File: config.mk
export PLATFORM = sky130hd
export DESIGN_NAME = filter_sp_controller_flat
export DESIGN_NICKNAME = d
export VERILOG_FILES = /design/src/rtl/filter_sp_controller_pkg.sv /design/src/rtl/filter_sp_controller_if.sv /design/src/rtl/filter_sp_controller_mod_counter.sv /design/src/rtl/filter_sp_controller.sv /design/src/flat_wrapper.sv
export SDC_FILE = /design/constraint.sdc
export NUM_CORES = 1
export LEC_CHECK = 0
export ABC_AREA = 0
export CAP_MARGIN = 20
export CORE_MARGIN = 2
export CORE_UTILIZATION = 45
export CTS_BUF_LIST = sky130_fd_sc_hd__clkbuf_4
export DETAILED_ROUTE_END_ITERATION = 8
export PLACE_DENSITY_LB_ADDON = 0.25
export RECOVER_POWER = 50
export SYNTH_ARGS = -nofsm -noshare
export SYNTH_HDL_FRONTEND = slang
export SYNTH_SLANG_ARGS = --single-unit
export TNS_END_PERCENT = 100
File: constraint.sdc
create_clock -name clk_i -period 3.15 [get_ports clk_i]
set_clock_uncertainty 0.1 [all_clocks]
set_input_delay 0.63 -clock clk_i [delete_from_list [all_inputs] [get_ports clk_i]]
set_output_delay 0.63 -clock clk_i [all_outputs]
set_load 0.02 [all_outputs]
File: src/rtl/filter_sp_controller_pkg.sv
// Shared widths, state encoding and config validation for the filter scratchpad sequencer.
package filter_sp_controller_pkg;

  localparam int NUM_REG    = 12;
  localparam int DATA_WIDTH = 16;
  localparam int ADDR_WIDTH = 4;
  localparam int WIN_WIDTH  = 8;

  typedef enum logic [1:0] {
    ST_IDLE    = 2'd0,
    ST_LOAD    = 2'd1,
    ST_COMPUTE = 2'd2,
    ST_DONE    = 2'd3
  } state_t;

  // A job is runnable only with 1..NUM_REG weights and at least one window.
  function automatic logic cfg_ok(input logic [ADDR_WIDTH-1:0] len,
                                  input logic [WIN_WIDTH-1:0]  nwin);
    return (len != '0) && (len <= ADDR_WIDTH'(NUM_REG)) && (nwin != '0);
  endfunction

endpackage

File: src/rtl/filter_sp_controller_if.sv
// Weight stream in, scratchpad port, and weight stream out to the MAC.
interface filter_sp_controller_if;
  import filter_sp_controller_pkg::*;

  logic                  in_valid;
  logic [DATA_WIDTH-1:0] in_data;
  logic                  in_ready;
  logic                  sp_wen;
  logic [ADDR_WIDTH-1:0] sp_waddr;
  logic [DATA_WIDTH-1:0] sp_din;
  logic [ADDR_WIDTH-1:0] sp_raddr;
  logic [DATA_WIDTH-1:0] sp_dout;
  logic                  out_valid;
  logic [DATA_WIDTH-1:0] out_data;
  logic                  out_last;
  logic                  out_ready;

  modport master (
    input  in_valid, in_data, sp_dout, out_ready,
    output in_ready, sp_wen, sp_waddr, sp_din, sp_raddr, out_valid, out_data, out_last
  );

  modport slave (
    output in_valid, in_data, sp_dout, out_ready,
    input  in_ready, sp_wen, sp_waddr, sp_din, sp_raddr, out_valid, out_data, out_last
  );

endinterface

File: src/rtl/filter_sp_controller_mod_counter.sv
// Up-counter with clear, enable and a programmable terminal value; wraps to 0 on an enabled tc.
module filter_sp_controller_mod_counter #(
  parameter int W = 4
) (
  input  logic         clk_i,
  input  logic         rst_ni,
  input  logic         clr_i,
  input  logic         en_i,
  input  logic [W-1:0] tc_val_i,
  output logic [W-1:0] cnt_o,
  output logic         tc_o
);

  localparam logic [W-1:0] ONE = W'(1);

  logic [W-1:0] cnt_q, cnt_d;

  assign tc_o  = (cnt_q == tc_val_i);
  assign cnt_o = cnt_q;

  // Clear wins over enable; an enabled count at terminal value rolls back to 0.
  always_comb begin
    cnt_d = cnt_q;
    if (clr_i)     cnt_d = '0;
    else if (en_i) cnt_d = tc_o ? '0 : cnt_q + ONE;
  end

  // Count register.
  always_ff @(posedge clk_i or negedge rst_ni) begin
    if (!rst_ni) cnt_q <= '0;
    else         cnt_q <= cnt_d;
  end

endmodule

File: src/rtl/filter_sp_controller.sv
// Filter scratchpad sequencer: loads filt_len weights, then replays them num_windows times.
//   state      | meaning
//   ST_IDLE    | waiting for start; validates and latches job config
//   ST_LOAD    | accepting weights, writing scratchpad addr 0..len-1
//   ST_COMPUTE | replaying addr 0..len-1 to the MAC once per window
//   ST_DONE    | one-cycle completion pulse
module filter_sp_controller
  import filter_sp_controller_pkg::*;
(
  input  logic                  clk_i,
  input  logic                  rst_ni,
  input  logic                  start_i,
  input  logic [ADDR_WIDTH-1:0] filt_len_i,
  input  logic [WIN_WIDTH-1:0]  num_windows_i,
  output logic                  cfg_err_o,
  output logic                  busy_o,
  output logic                  done_o,
  filter_sp_controller_if.master sp_if
);

  localparam logic [ADDR_WIDTH-1:0] A_ONE = ADDR_WIDTH'(1);
  localparam logic [WIN_WIDTH-1:0]  W_ONE = WIN_WIDTH'(1);

  state_t                state_q, state_d;
  logic [ADDR_WIDTH-1:0] len_q;
  logic [WIN_WIDTH-1:0]  nwin_q;
  logic                  cfg_err_q;
  logic [ADDR_WIDTH-1:0] wcnt, rcnt;
  logic [WIN_WIDTH-1:0]  win;
  logic                  wcnt_tc, rcnt_tc, win_tc;
  logic                  hs_in, hs_out;

  assign hs_in  = (state_q == ST_LOAD)    && sp_if.in_valid;
  assign hs_out = (state_q == ST_COMPUTE) && sp_if.out_ready;

  filter_sp_controller_mod_counter #(.W(ADDR_WIDTH)) u_wcnt (
    .clk_i, .rst_ni, .clr_i(state_q != ST_LOAD), .en_i(hs_in),
    .tc_val_i(len_q - A_ONE), .cnt_o(wcnt), .tc_o(wcnt_tc)
  );

  filter_sp_controller_mod_counter #(.W(ADDR_WIDTH)) u_rcnt (
    .clk_i, .rst_ni, .clr_i(state_q != ST_COMPUTE), .en_i(hs_out),
    .tc_val_i(len_q - A_ONE), .cnt_o(rcnt), .tc_o(rcnt_tc)
  );

  filter_sp_controller_mod_counter #(.W(WIN_WIDTH)) u_win (
    .clk_i, .rst_ni, .clr_i(state_q != ST_COMPUTE), .en_i(hs_out && rcnt_tc),
    .tc_val_i(nwin_q - W_ONE), .cnt_o(win), .tc_o(win_tc)
  );

  // Job config is only sampled in IDLE; a rejected start leaves the old config in place.
  always_ff @(posedge clk_i or negedge rst_ni) begin
    if (!rst_ni) begin
      len_q     <= '0;
      nwin_q    <= '0;
      cfg_err_q <= 1'b0;
    end else if (state_q == ST_IDLE && start_i) begin
      if (cfg_ok(filt_len_i, num_windows_i)) begin
        len_q     <= filt_len_i;
        nwin_q    <= num_windows_i;
        cfg_err_q <= 1'b0;
      end else begin
        cfg_err_q <= 1'b1;
      end
    end
  end

  // State register.
  always_ff @(posedge clk_i or negedge rst_ni) begin
    if (!rst_ni) state_q <= ST_IDLE;
    else         state_q <= state_d;
  end

  // Next-state logic.
  always_comb begin
    state_d = state_q;
    unique case (state_q)
      ST_IDLE:    if (start_i && cfg_ok(filt_len_i, num_windows_i)) state_d = ST_LOAD;
      ST_LOAD:    if (hs_in && wcnt_tc) state_d = ST_COMPUTE;
      ST_COMPUTE: if (hs_out && rcnt_tc && win_tc) state_d = ST_DONE;
      ST_DONE:    state_d = ST_IDLE;
      default:    state_d = ST_IDLE;
    endcase
  end

  // Outputs decoded from state; data paths are gated so idle/reset presents all zeros.
  always_comb begin
    sp_if.in_ready  = 1'b0;
    sp_if.sp_wen    = 1'b0;
    sp_if.sp_waddr  = '0;
    sp_if.sp_din    = '0;
    sp_if.sp_raddr  = '0;
    sp_if.out_valid = 1'b0;
    sp_if.out_data  = '0;
    sp_if.out_last  = 1'b0;
    unique case (state_q)
      ST_LOAD: begin
        sp_if.in_ready = 1'b1;
        sp_if.sp_wen   = sp_if.in_valid;
        sp_if.sp_waddr = wcnt;
        sp_if.sp_din   = sp_if.in_data;
      end
      ST_COMPUTE: begin
        sp_if.out_valid = 1'b1;
        sp_if.sp_raddr  = rcnt;
        sp_if.out_data  = sp_if.sp_dout;
        sp_if.out_last  = rcnt_tc;
      end
      default: ;
    endcase
  end

  assign busy_o    = (state_q != ST_IDLE);
  assign done_o    = (state_q == ST_DONE);
  assign cfg_err_o = cfg_err_q;

endmodule

File: src/flat_wrapper.sv
// flat-port wrapper written by rule: the top's interface ports become plain ports
module filter_sp_controller_flat import filter_sp_controller_pkg::*;
  (clk_i, rst_ni, start_i, filt_len_i, num_windows_i, cfg_err_o, busy_o, done_o, sp_if_in_valid, sp_if_in_data, sp_if_sp_dout, sp_if_out_ready, sp_if_in_ready, sp_if_sp_wen, sp_if_sp_waddr, sp_if_sp_din, sp_if_sp_raddr, sp_if_out_valid, sp_if_out_data, sp_if_out_last);
  filter_sp_controller_if sp_if_i ();
  input  logic clk_i;
  input  logic rst_ni;
  input  logic start_i;
  input  logic [ADDR_WIDTH-1:0] filt_len_i;
  input  logic [WIN_WIDTH-1:0] num_windows_i;
  output logic cfg_err_o;
  output logic busy_o;
  output logic done_o;
  input wire logic [$bits(sp_if_i.in_valid)-1:0] sp_if_in_valid;
  input wire logic [$bits(sp_if_i.in_data)-1:0] sp_if_in_data;
  input wire logic [$bits(sp_if_i.sp_dout)-1:0] sp_if_sp_dout;
  input wire logic [$bits(sp_if_i.out_ready)-1:0] sp_if_out_ready;
  output wire logic [$bits(sp_if_i.in_ready)-1:0] sp_if_in_ready;
  output wire logic [$bits(sp_if_i.sp_wen)-1:0] sp_if_sp_wen;
  output wire logic [$bits(sp_if_i.sp_waddr)-1:0] sp_if_sp_waddr;
  output wire logic [$bits(sp_if_i.sp_din)-1:0] sp_if_sp_din;
  output wire logic [$bits(sp_if_i.sp_raddr)-1:0] sp_if_sp_raddr;
  output wire logic [$bits(sp_if_i.out_valid)-1:0] sp_if_out_valid;
  output wire logic [$bits(sp_if_i.out_data)-1:0] sp_if_out_data;
  output wire logic [$bits(sp_if_i.out_last)-1:0] sp_if_out_last;
  assign sp_if_i.in_valid = sp_if_in_valid;
  assign sp_if_i.in_data = sp_if_in_data;
  assign sp_if_i.sp_dout = sp_if_sp_dout;
  assign sp_if_i.out_ready = sp_if_out_ready;
  assign sp_if_in_ready = sp_if_i.in_ready;
  assign sp_if_sp_wen = sp_if_i.sp_wen;
  assign sp_if_sp_waddr = sp_if_i.sp_waddr;
  assign sp_if_sp_din = sp_if_i.sp_din;
  assign sp_if_sp_raddr = sp_if_i.sp_raddr;
  assign sp_if_out_valid = sp_if_i.out_valid;
  assign sp_if_out_data = sp_if_i.out_data;
  assign sp_if_out_last = sp_if_i.out_last;
  filter_sp_controller u_core (.clk_i(clk_i), .rst_ni(rst_ni), .start_i(start_i), .filt_len_i(filt_len_i), .num_windows_i(num_windows_i), .cfg_err_o(cfg_err_o), .busy_o(busy_o), .done_o(done_o), .sp_if(sp_if_i));
endmodule
==> run_1/met1.png <==
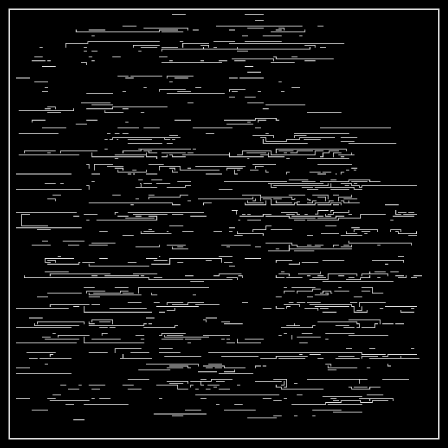
The longest straight run is 27.1 um. The layer carries 2,300 um of wire.
global routing met1 resource utilization: 0.2442
Post-Route WL: 5452 um

==> run_1/met2.png <==
The bar under the picture is 20 um long. Cells faint in the background.
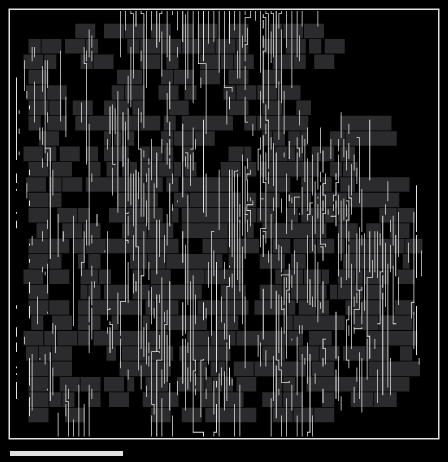
The longest straight run is 31.8 um. The layer holds 53% of the routed length. The wires run mostly vertical. 332 nets have wire on it.
met2 Track Usage GR: 0.3477
Via Count: 2,071

==> run_1/met3.png <==
The bar under the picture is 20 um long.
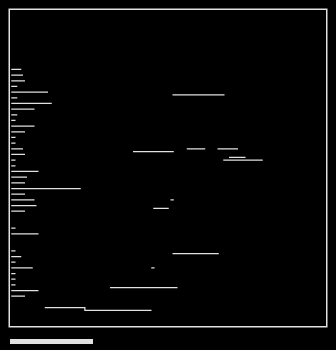
The longest straight run is 16.3 um. The layer carries 224 um of wire.
GR met3 Demand/Resource: 0.04894

==> flow_summary.html, run 1 <==
<p>Metrics extracted from the flow reports.</p>
<table>
<tr><th>Metric</th><th>Value</th></tr>
<tr><th colspan="2">Status</th></tr>
<tr><td>Status</td><td>complete, but fails checks</td></tr>
<tr><td>Violated checks</td><td>max-capacitance violations, max-slew violations</td></tr>
<tr><th colspan="2">Logic synthesis</th></tr>
<tr><td>Most instantiated cells after synthesis</td><td>47 x and2_1, 31 x dfrtp_1, 17 x inv_1, 17 x nand2_1, 13 x mux2_2</td></tr>
<tr><td>Yosys top cell area share</td><td>0.3344</td></tr>
<tr><td>Combinational family with the most area after synthesis</td><td>simple AND/OR/NAND/NOR gates</td></tr>
<tr><td>Syn_area_per_cell</td><td>9.354 um2</td></tr>
<tr><td>Mapped Area</td><td>0.002320 mm2</td></tr>
<tr><td>Top cell type by total area after synthesis</td><td>dfrtp_1</td></tr>
<tr><td>Number of flip-flops and latches in the synthesized netlist</td><td>31</td></tr>
<tr><td>Synthesized-area fraction occupied by adder cells</td><td>0.05394</td></tr>
<tr><td>EDFF count, synth</td><td>0</td></tr>
<tr><td>Sequential share of the synthesized area</td><td>0.3344</td></tr>
<tr><td>Async set or reset register ratio after synthesis</td><td>1.000</td></tr>
<tr><th colspan="2">Floorplan</th></tr>
<tr><td>I/O pin count</td><td>96</td></tr>
<tr><td>Die outline width</td><td>75.80 um</td></tr>
<tr><td>Die H</td><td>75.80 um</td></tr>
<tr><td>Core Density at Floorplan</td><td>0.4600</td></tr>
<tr><td>Number of rows in the core area</td><td>26</td></tr>
<tr><td>Area of the core</td><td>0.005042 mm2</td></tr>
<tr><td>Number of tap cells added at floorplan</td><td>70</td></tr>
<tr><th colspan="2">STA</th></tr>
<tr><td>Slew Limit Fails</td><td>32</td></tr>
<tr><td>Total setup violations reported at the end of the flow</td><td>0</td></tr>
<tr><td>Worst hold margin</td><td>445.2 ps</td></tr>
<tr><td>Final critical-path required period</td><td>2845 ps</td></tr>
<tr><td>Setup repair after global routing missed its margin</td><td>no</td></tr>
<tr><td>Transition time of the tightest slew-check pin</td><td>1719 ps</td></tr>
<tr><td>Headroom to the max-slew limit</td><td>-0.1459</td></tr>
<tr><th colspan="2">Power</th></tr>
<tr><td>Worst voltage drop across the vdd grid</td><td>0.3835 mV</td></tr>
<tr><td>Reported leakage power</td><td>1.390 nW</td></tr>
<tr><th colspan="2">Setup path</th></tr>
<tr><td>Launching instance or port of the critical path</td><td>u_core.state_q[0]</td></tr>
<tr><td>Crit Reg-Reg Endpoint</td><td>u_core.state_q[1]</td></tr>
<tr><td>Type of the worst setup path</td><td>flip-flop to output port</td></tr>
<tr><td>Buffering stage count on the worst path with inverters included</td><td>2</td></tr>
<tr><td>Data arrival, critical path</td><td>2120 ps</td></tr>
<tr><td>Endpoint required time on the critical path</td><td>2420 ps</td></tr>
<tr><td>Reg-to-reg slack, setup</td><td>340 ps</td></tr>
<tr><td>Critical Path Fanout Max</td><td>27</td></tr>
<tr><td>Reg-to-Reg Start</td><td>u_core.len_q[0]</td></tr>
<tr><td>Element type at the critical path end</td><td>output port</td></tr>
<tr><td>Maximum single-stage delay on the critical path</td><td>610 ps</td></tr>
<tr><th colspan="2">Final layout</th></tr>
<tr><td>Largest cell class</td><td>combinational gates</td></tr>
<tr><td>Seq/total area</td><td>0.2301</td></tr>
<tr><td>Logic area</td><td>0.001424 mm2</td></tr>
<tr><td>Fillers</td><td>426</td></tr>
<tr><td>P&amp;R area growth vs syn</td><td>45.36%</td></tr>
<tr><td>Post-route non-filler standard cell count</td><td>412</td></tr>
<tr><td>Non-clock inverter instance count of the final layout</td><td>17</td></tr>
<tr><td>Number of ordinary and repair buffers in the finished layout</td><td>98</td></tr>
<tr><td>Logic gate fraction of the total cell area</td><td>0.4223</td></tr>
<tr><td>Multi-Input Combinational</td><td>188</td></tr>
<tr><th colspan="2">Clock tree</th></tr>
<tr><td>Cts bufs inserted</td><td>5</td></tr>
<tr><td>Clock Tree Buf Depth</td><td>2</td></tr>
<tr><td>Master cell of the clock root buffer</td><td>clkbuf_4</td></tr>
<tr><td>PostCTS Resize Cnt</td><td>2</td></tr>
<tr><th colspan="2">Run</th></tr>
<tr><td>Stage-log warning count</td><td>30</td></tr>
<tr><td>Max-cap check violation count</td><td>1</td></tr>
<tr><th colspan="2">Route</th></tr>
<tr><td>Routed wire per std cell</td><td>13.23 um</td></tr>
<tr><td>Post-route antenna net violation count</td><td>0</td></tr>
<tr><td>Via count normalized by instance count</td><td>5.027</td></tr>
<tr><td>Number of iterations in the first detailed-routing pass</td><td>4</td></tr>
<tr><th colspan="2">GRT</th></tr>
<tr><td>GRT Total Usage</td><td>0.2007</td></tr>
<tr><td>First-pass GRT wire length</td><td>8735 um</td></tr>
<tr><td>Antenna violations before repair</td><td>0</td></tr>
<tr><td>Largest net degree at the start of global routing</td><td>32</td></tr>
<tr><td>Number of global-route vias before repair</td><td>1,981</td></tr>
<tr><th colspan="2">Placed design</th></tr>
<tr><td>HPWL after detailed placement</td><td>4264 um</td></tr>
<tr><td>Placed cell count</td><td>404</td></tr>
<tr><th colspan="2">Worst hold path</th></tr>
<tr><td>Hold wc startpoint</td><td>u_core.cfg_err_o</td></tr>
</table>
==> run 1: where the power goes <==
group	switching, mW	internal [mW]
registers	0.176	0.512
logic	0.750	0.787
clock network	0.132	0.0910
==> run 1: placed cells by master, fill, tap and decap left out, types with 5 or more instances in the layout <==
cell	netlist	final
and2_1	47	45
and3_1	5	5
clkbuf_4	0	6
clkdlybuf4s50_1	0	90
dfrtp_1	31	31
ha_1	10	8
inv_1	17	17
mux2_2	13	13
nand2_1	17	17
nand3_1	6	6
nor2_1	6	6
o21ai_0	8	8
o22ai_1	5	5
xnor2_1	9	9
xor2_1	8	8
==> run 1: layer usage <==
metal	global-route usage	wire length, um	up-vias
met4	0.06433	61	0
met3	0.04894	223	7
met5	0	0	-
li1	-	-	1049
met2	0.3477	2871	54
met1	0.2442	2295	961
## Run 2: what changed since run 1
TNS_END_PERCENT = default   (was 100)
==> run_2/met3.png <==
The bar under the picture is 20 um long.
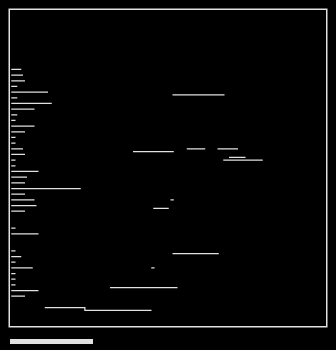
The layer holds 4.1% of the routed length. 43 nets have wire on it. The longest straight run is 16.3 um. The wires run mostly horizontal.

==> run_2/met1.png <==
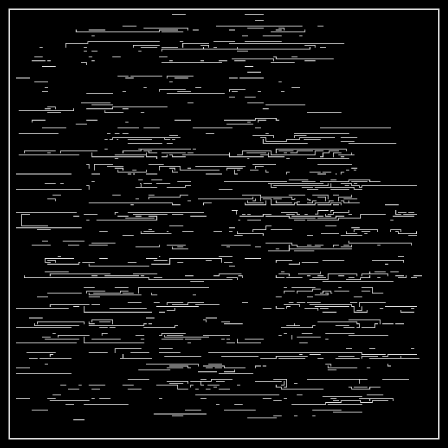
The longest straight run is 27.1 um. The layer holds 42% of the routed length. 353 nets have wire on it. The layer carries 2,300 um of wire. The wires run mostly horizontal.

==> run 2 against run 1 <==
The flow still finishes with violations (max-capacitance violations, max-slew violations); synthesized cell count stayed put; utilization is the same; worst setup slack did not move.
==> flow_summary.html, run 2 <==
<p>Metrics extracted from the flow reports.</p>
<table>
<tr><th>Metric</th><th>Value</th></tr>
<tr><th colspan="2">Setup path</th></tr>
<tr><td>Maximum single-stage delay on the critical path</td><td>610 ps (about the same)</td></tr>
<tr><td>Endpoint required time on the critical path</td><td>2420 ps (about the same)</td></tr>
<tr><td>Critical Path Fanout Max</td><td>27 (unchanged)</td></tr>
<tr><td>Data arrival, critical path</td><td>2120 ps (about the same)</td></tr>
<tr><td>Element type at the critical path end</td><td>output port</td></tr>
<tr><td>Crit Reg-Reg Endpoint</td><td>u_core.state_q[1]</td></tr>
<tr><td>Launching instance or port of the critical path</td><td>u_core.state_q[0]</td></tr>
<tr><td>Largest delay share family, worst path</td><td>buffers and inverters</td></tr>
<tr><td>Buffering stage count on the worst path with inverters included</td><td>2 (unchanged)</td></tr>
<tr><td>Reg-to-Reg Start</td><td>u_core.len_q[0]</td></tr>
<tr><th colspan="2">Route</th></tr>
<tr><td>Routed wire per std cell</td><td>13.23 um (unchanged)</td></tr>
<tr><td>Via Count</td><td>2,071 (unchanged)</td></tr>
<tr><td>Post-route antenna net violation count</td><td>0 (unchanged)</td></tr>
<tr><td>Via count normalized by instance count</td><td>5.027 (unchanged)</td></tr>
<tr><td>Post-Route WL</td><td>5452 um (unchanged)</td></tr>
<tr><td>Number of iterations in the first detailed-routing pass</td><td>4 (unchanged)</td></tr>
<tr><th colspan="2">STA</th></tr>
<tr><td>Headroom to the max-slew limit</td><td>-0.1459 (unchanged)</td></tr>
<tr><td>Final critical-path required period</td><td>2845 ps (unchanged)</td></tr>
<tr><td>Transition time of the tightest slew-check pin</td><td>1719 ps (unchanged)</td></tr>
<tr><td>Slew Limit Fails</td><td>32 (unchanged)</td></tr>
<tr><td>Fmax</td><td>351.5 MHz</td></tr>
<tr><td>Total setup violations reported at the end of the flow</td><td>0 (unchanged)</td></tr>
<tr><td>Setup repair after global routing missed its margin</td><td>no</td></tr>
<tr><td>Aggregate negative setup slack</td><td>0 ps</td></tr>
<tr><td>Tcrit/Tclk final</td><td>0.9033</td></tr>
<tr><td>Worst hold margin</td><td>445.2 ps (unchanged)</td></tr>
<tr><th colspan="2">Logic synthesis</th></tr>
<tr><td>Top cell type by total area after synthesis</td><td>dfrtp_1</td></tr>
<tr><td>Async set or reset register ratio after synthesis</td><td>1.000 (unchanged)</td></tr>
<tr><td>Syn_area_per_cell</td><td>9.354 um2 (unchanged)</td></tr>
<tr><td>Mapped Area</td><td>0.002320 mm2 (unchanged)</td></tr>
<tr><td>Xor/xnor cell area share of the yosys netlist</td><td>0.09115</td></tr>
<tr><td>Number of flip-flops and latches in the synthesized netlist</td><td>31 (unchanged)</td></tr>
<tr><td>Combinational family with the most area after synthesis</td><td>simple AND/OR/NAND/NOR gates</td></tr>
<tr><td>Most popular library cell in the synthesized design by count</td><td>and2_1</td></tr>
<tr><td>EDFF count, synth</td><td>0 (unchanged)</td></tr>
<tr><td>Synth mux share</td><td>0.08091</td></tr>
<tr><td>Sequential share of the synthesized area</td><td>0.3344 (unchanged)</td></tr>
<tr><td>Yosys top cell area share</td><td>0.3344 (unchanged)</td></tr>
<tr><td>Synthesized-area fraction occupied by adder cells</td><td>0.05394 (unchanged)</td></tr>
<tr><th colspan="2">Final layout</th></tr>
<tr><td>Most common cell after layout, fill and taps aside</td><td>clkdlybuf4s50_1</td></tr>
<tr><td>Logic gate fraction of the total cell area</td><td>0.4223 (unchanged)</td></tr>
<tr><td>N_diodes</td><td>0</td></tr>
<tr><td>Total area of sequential cells</td><td>775.7 um2</td></tr>
<tr><td>Net count of the finished layout</td><td>400</td></tr>
<tr><td>Seq/total area</td><td>0.2301 (unchanged)</td></tr>
<tr><td>P&amp;R area growth vs syn</td><td>45.36% (unchanged)</td></tr>
<tr><td>Number of sequential cells in the layout</td><td>31</td></tr>
<tr><td>Number of ordinary and repair buffers in the finished layout</td><td>98 (unchanged)</td></tr>
<tr><td>Non-clock inverter instance count of the final layout</td><td>17 (unchanged)</td></tr>
<tr><td>Most frequent logic cells in the routed design</td><td>90 x clkdlybuf4s50_1, 45 x and2_1, 31 x dfrtp_1</td></tr>
<tr><td>Fillers</td><td>426 (unchanged)</td></tr>
<tr><td>Multi-Input Combinational</td><td>188 (unchanged)</td></tr>
<tr><td>Logic area</td><td>0.001424 mm2 (unchanged)</td></tr>
<tr><td>Largest cell class</td><td>combinational gates</td></tr>
<tr><th colspan="2">Floorplan</th></tr>
<tr><td>I/O pin count</td><td>96 (unchanged)</td></tr>
<tr><td>Number of rows in the core area</td><td>26 (unchanged)</td></tr>
<tr><td>Die outline width</td><td>75.80 um (unchanged)</td></tr>
<tr><td>Number of tap cells added at floorplan</td><td>70 (unchanged)</td></tr>
<tr><td>Die H</td><td>75.80 um (unchanged)</td></tr>
<tr><td>Area of the core</td><td>0.005042 mm2 (unchanged)</td></tr>
<tr><td>Core Density at Floorplan</td><td>0.4600 (unchanged)</td></tr>
<tr><th colspan="2">GRT</th></tr>
<tr><td>GRT Residual Overflow</td><td>0</td></tr>
<tr><td>Antenna violations before repair</td><td>0 (unchanged)</td></tr>
<tr><td>GRT Total Usage</td><td>0.2007 (unchanged)</td></tr>
<tr><td>Largest net degree at the start of global routing</td><td>32 (unchanged)</td></tr>
<tr><td>First-pass GRT wire length</td><td>8735 um (unchanged)</td></tr>
<tr><td>Number of global-route vias before repair</td><td>1,981 (unchanged)</td></tr>
<tr><th colspan="2">Placed design</th></tr>
<tr><td>HPWL after detailed placement</td><td>4264 um (unchanged)</td></tr>
<tr><th colspan="2">Power</th></tr>
<tr><td>Worst voltage drop across the vdd grid</td><td>0.3835 mV (unchanged)</td></tr>
<tr><td>Power density over the cells</td><td>726.0 mW/mm2</td></tr>
<tr><td>Total design power</td><td>2.448 mW</td></tr>
<tr><th colspan="2">Worst hold path</th></tr>
<tr><td>Hold EP</td><td>u_core.cfg_err_o</td></tr>
<tr><td>Hold wc startpoint</td><td>u_core.cfg_err_o</td></tr>
<tr><th colspan="2">Run</th></tr>
<tr><td>Max-cap check violation count</td><td>1 (unchanged)</td></tr>
<tr><td>Stage-log warning count</td><td>30 (unchanged)</td></tr>
<tr><th colspan="2">Status</th></tr>
<tr><td>Status</td><td>complete, but fails checks</td></tr>
<tr><td>Violated checks</td><td>max-capacitance violations, max-slew violations</td></tr>
<tr><th colspan="2">Clock tree</th></tr>
<tr><td>Clock Tree Buf Depth</td><td>2 (unchanged)</td></tr>
<tr><td>Cts bufs inserted</td><td>5 (unchanged)</td></tr>
<tr><td>Master cell of the clock root buffer</td><td>clkbuf_4</td></tr>
</table>
==> run_2/met2.png <==
The bar under the picture is 20 um long. Cells faint in the background.
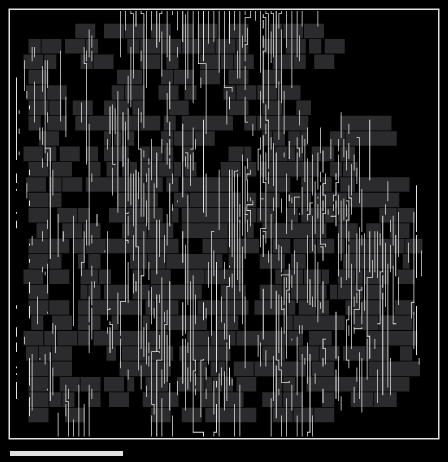
The longest straight run is 31.8 um. The layer holds 53% of the routed length.

[run 2: per-stage QoR]
step / instances / instance area, um2
6_report: 412 / 3372
5_1_grt: 412 / 3372
4_1_cts: 412 / 3385
3_5_place_dp: 404 / 3323
3_3_place_gp: 404 / 3323
2_1_floorplan: 248 / 2320
[run 2: report_power, final]
group	switching, mW	internal (mW)	total [mW]
Combinational	0.750	0.787	1.54
Clock	0.132	0.0910	0.223
Sequential	0.176	0.512	0.688
[run 2: layer usage]
layer	global-route usage	wire length (um)	vias to the layer above	part of all wire
met5	0	0	-	0
met4	0.06433	61	0	0.011
met1	0.2442	2295	961	0.42
met3	0.04894	223	7	0.041
met2	0.3477	2871	54	0.53
li1	-	-	1049	-
## Run 3: what changed since run 2
CAP_MARGIN = default   (was 20)
SLEW_MARGIN = 5   (was default)
==> run_3/met3.png <==
The bar under the picture is 20 um long.
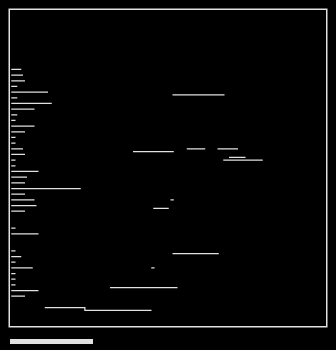
The layer holds 4.1% of the routed length. The layer carries 224 um of wire. The longest straight run is 16.3 um. The wires run mostly horizontal. 43 nets have wire on it.

==> run_3/met1.png <==
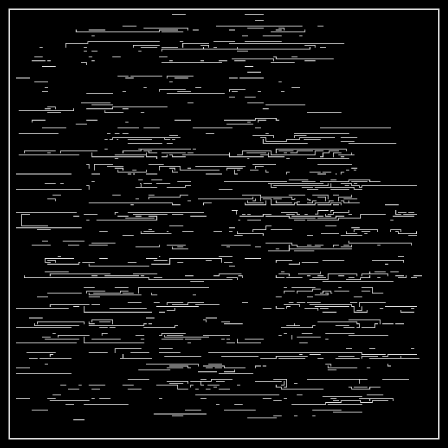
The layer carries 2,300 um of wire. The wires run mostly horizontal.

==> run 3 against run 2 <==
The flow still finishes with violations (max-capacitance violations, max-slew violations); critical path depth stayed put; area after synthesis stayed put; final cell count stayed put; utilization stayed put; sequential share of layout area stayed put; critical path type unchanged.
==> flow_summary.html, run 3 <==
<p>Metrics extracted from the flow reports.</p>
<table>
<tr><th>Metric</th><th>Value</th></tr>
<tr><th colspan="2">Power</th></tr>
<tr><td>Share of total power in combinational logic</td><td>0.628 (about the same)</td></tr>
<tr><td>Worst voltage drop across the vdd grid</td><td>0.3835 mV (unchanged)</td></tr>
<tr><td>Total design power</td><td>2.448 mW (unchanged)</td></tr>
<tr><td>Group drawing the most power</td><td>combinational logic</td></tr>
<tr><td>Switch Pwr</td><td>1.057 mW (unchanged)</td></tr>
<tr><td>Switching part of the total</td><td>0.4319 (unchanged)</td></tr>
<tr><td>Sequential share of power</td><td>0.281 (about the same)</td></tr>
<tr><td>Power consumed by sequential cells</td><td>688 uW (about the same)</td></tr>
<tr><th colspan="2">Logic synthesis</th></tr>
<tr><td>Yosys top cell area share</td><td>0.3344 (unchanged)</td></tr>
<tr><td>Synthesized-area fraction occupied by adder cells</td><td>0.05394 (unchanged)</td></tr>
<tr><td>Async set or reset register ratio after synthesis</td><td>1.000 (unchanged)</td></tr>
<tr><td>Mapped Area</td><td>0.002320 mm2 (unchanged)</td></tr>
<tr><td>Syn_area_per_cell</td><td>9.354 um2 (unchanged)</td></tr>
<tr><td>Xor/xnor cell area share of the yosys netlist</td><td>0.09115 (unchanged)</td></tr>
<tr><td>EDFF count, synth</td><td>0 (unchanged)</td></tr>
<tr><td>Most popular library cell in the synthesized design by count</td><td>and2_1</td></tr>
<tr><td>Top cell type by total area after synthesis</td><td>dfrtp_1</td></tr>
<tr><td>Combinational family with the most area after synthesis</td><td>simple AND/OR/NAND/NOR gates</td></tr>
<tr><th colspan="2">STA</th></tr>
<tr><td>Setup repair after global routing missed its margin</td><td>no</td></tr>
<tr><td>Slew Limit Fails</td><td>32 (unchanged)</td></tr>
<tr><td>Aggregate negative setup slack</td><td>0 ps (unchanged)</td></tr>
<tr><td>Total setup violations reported at the end of the flow</td><td>0 (unchanged)</td></tr>
<tr><td>Tcrit/Tclk final</td><td>0.9033 (unchanged)</td></tr>
<tr><td>Headroom to the max-slew limit</td><td>-0.1459 (unchanged)</td></tr>
<tr><td>Worst hold margin</td><td>445.2 ps (unchanged)</td></tr>
<tr><td>Fmax</td><td>351.5 MHz (unchanged)</td></tr>
<tr><th colspan="2">GRT</th></tr>
<tr><td>Antenna violations before repair</td><td>0 (unchanged)</td></tr>
<tr><td>Largest net degree at the start of global routing</td><td>32 (unchanged)</td></tr>
<tr><td>GRT Residual Overflow</td><td>0 (unchanged)</td></tr>
<tr><td>First-pass GRT wire length</td><td>8735 um (unchanged)</td></tr>
<tr><th colspan="2">Worst hold path</th></tr>
<tr><td>Hold EP</td><td>u_core.cfg_err_o</td></tr>
<tr><td>Hold wc startpoint</td><td>u_core.cfg_err_o</td></tr>
<tr><th colspan="2">Floorplan</th></tr>
<tr><td>Die outline width</td><td>75.80 um (unchanged)</td></tr>
<tr><td>Number of rows in the core area</td><td>26 (unchanged)</td></tr>
<tr><td>Core Density at Floorplan</td><td>0.4600 (unchanged)</td></tr>
<tr><td>Number of tap cells added at floorplan</td><td>70 (unchanged)</td></tr>
<tr><td>I/O pin count</td><td>96 (unchanged)</td></tr>
<tr><th colspan="2">Final layout</th></tr>
<tr><td>Most common cell after layout, fill and taps aside</td><td>clkdlybuf4s50_1</td></tr>
<tr><td>Multi-Input Combinational</td><td>188 (unchanged)</td></tr>
<tr><td>Post-route non-filler standard cell count</td><td>412 (unchanged)</td></tr>
<tr><td>Logic area</td><td>0.001424 mm2 (unchanged)</td></tr>
<tr><td>N_diodes</td><td>0 (unchanged)</td></tr>
<tr><td>Net count of the finished layout</td><td>400 (unchanged)</td></tr>
<tr><td>Total area of sequential cells</td><td>775.7 um2 (unchanged)</td></tr>
<tr><td>Largest cell class</td><td>combinational gates</td></tr>
<tr><td>Non-clock inverter instance count of the final layout</td><td>17 (unchanged)</td></tr>
<tr><td>P&amp;R area growth vs syn</td><td>45.36% (unchanged)</td></tr>
<tr><th colspan="2">Clock tree</th></tr>
<tr><td>Master cell of the clock root buffer</td><td>clkbuf_4</td></tr>
<tr><td>Clock Tree Buf Depth</td><td>2 (unchanged)</td></tr>
<tr><th colspan="2">Setup path</th></tr>
<tr><td>Data arrival, critical path</td><td>2120 ps (about the same)</td></tr>
<tr><td>Critical Path Fanout Max</td><td>27 (unchanged)</td></tr>
<tr><td>Element type at the critical path end</td><td>output port</td></tr>
<tr><td>Largest delay share family, worst path</td><td>buffers and inverters</td></tr>
<tr><td>Buffering stage count on the worst path with inverters included</td><td>2 (unchanged)</td></tr>
<tr><th colspan="2">Run</th></tr>
<tr><td>Max-cap check violation count</td><td>1 (unchanged)</td></tr>
<tr><td>Stage-log warning count</td><td>30 (unchanged)</td></tr>
<tr><th colspan="2">Route</th></tr>
<tr><td>Number of iterations in the first detailed-routing pass</td><td>4 (unchanged)</td></tr>
<tr><td>Via count normalized by instance count</td><td>5.027 (unchanged)</td></tr>
<tr><th colspan="2">Placed design</th></tr>
<tr><td>Cell area after placement</td><td>0.003323 mm2 (unchanged)</td></tr>
<tr><th colspan="2">Status</th></tr>
<tr><td>Violated checks</td><td>max-capacitance violations, max-slew violations</td></tr>
<tr><td>Status</td><td>complete, but fails checks</td></tr>
</table>
==> run_3/final_congestion.png <==
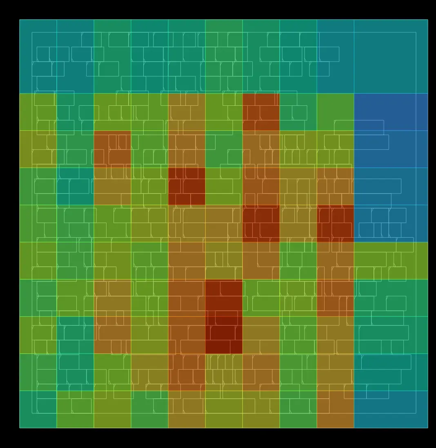
global route hottest layer: met2
GRT Total Usage: 0.2007
Routed wire per std cell: 13.23 um

## run 3: how the worst max path moves through the flow
stage                            from           endpoint  slack [ps]  depth (start not counted)
global placement      u_core.len_q[0]     sp_if_out_last         370                          7
floorplan            u_core.nwin_q[0]  u_core.state_q[1]         820                         10
detailed placement    u_core.len_q[0]     sp_if_out_last         330                          7
finish              u_core.state_q[0]  sp_if_out_data[4]         300                          4
global route        u_core.state_q[0]  sp_if_out_data[9]         130                          4
CTS                   u_core.len_q[0]     sp_if_out_last          30                          7
## run 3: metal layers
layer / vias up / routed length [um] / track usage
li1: 1049 / - / -
met1: 961 / 2295 / 0.2442
met2: 54 / 2871 / 0.3477
met3: 7 / 223 / 0.04894
met4: 0 / 61 / 0.06433
met5: - / 0 / 0
No activity file was given, so power comes from the tool's default toggle rates.
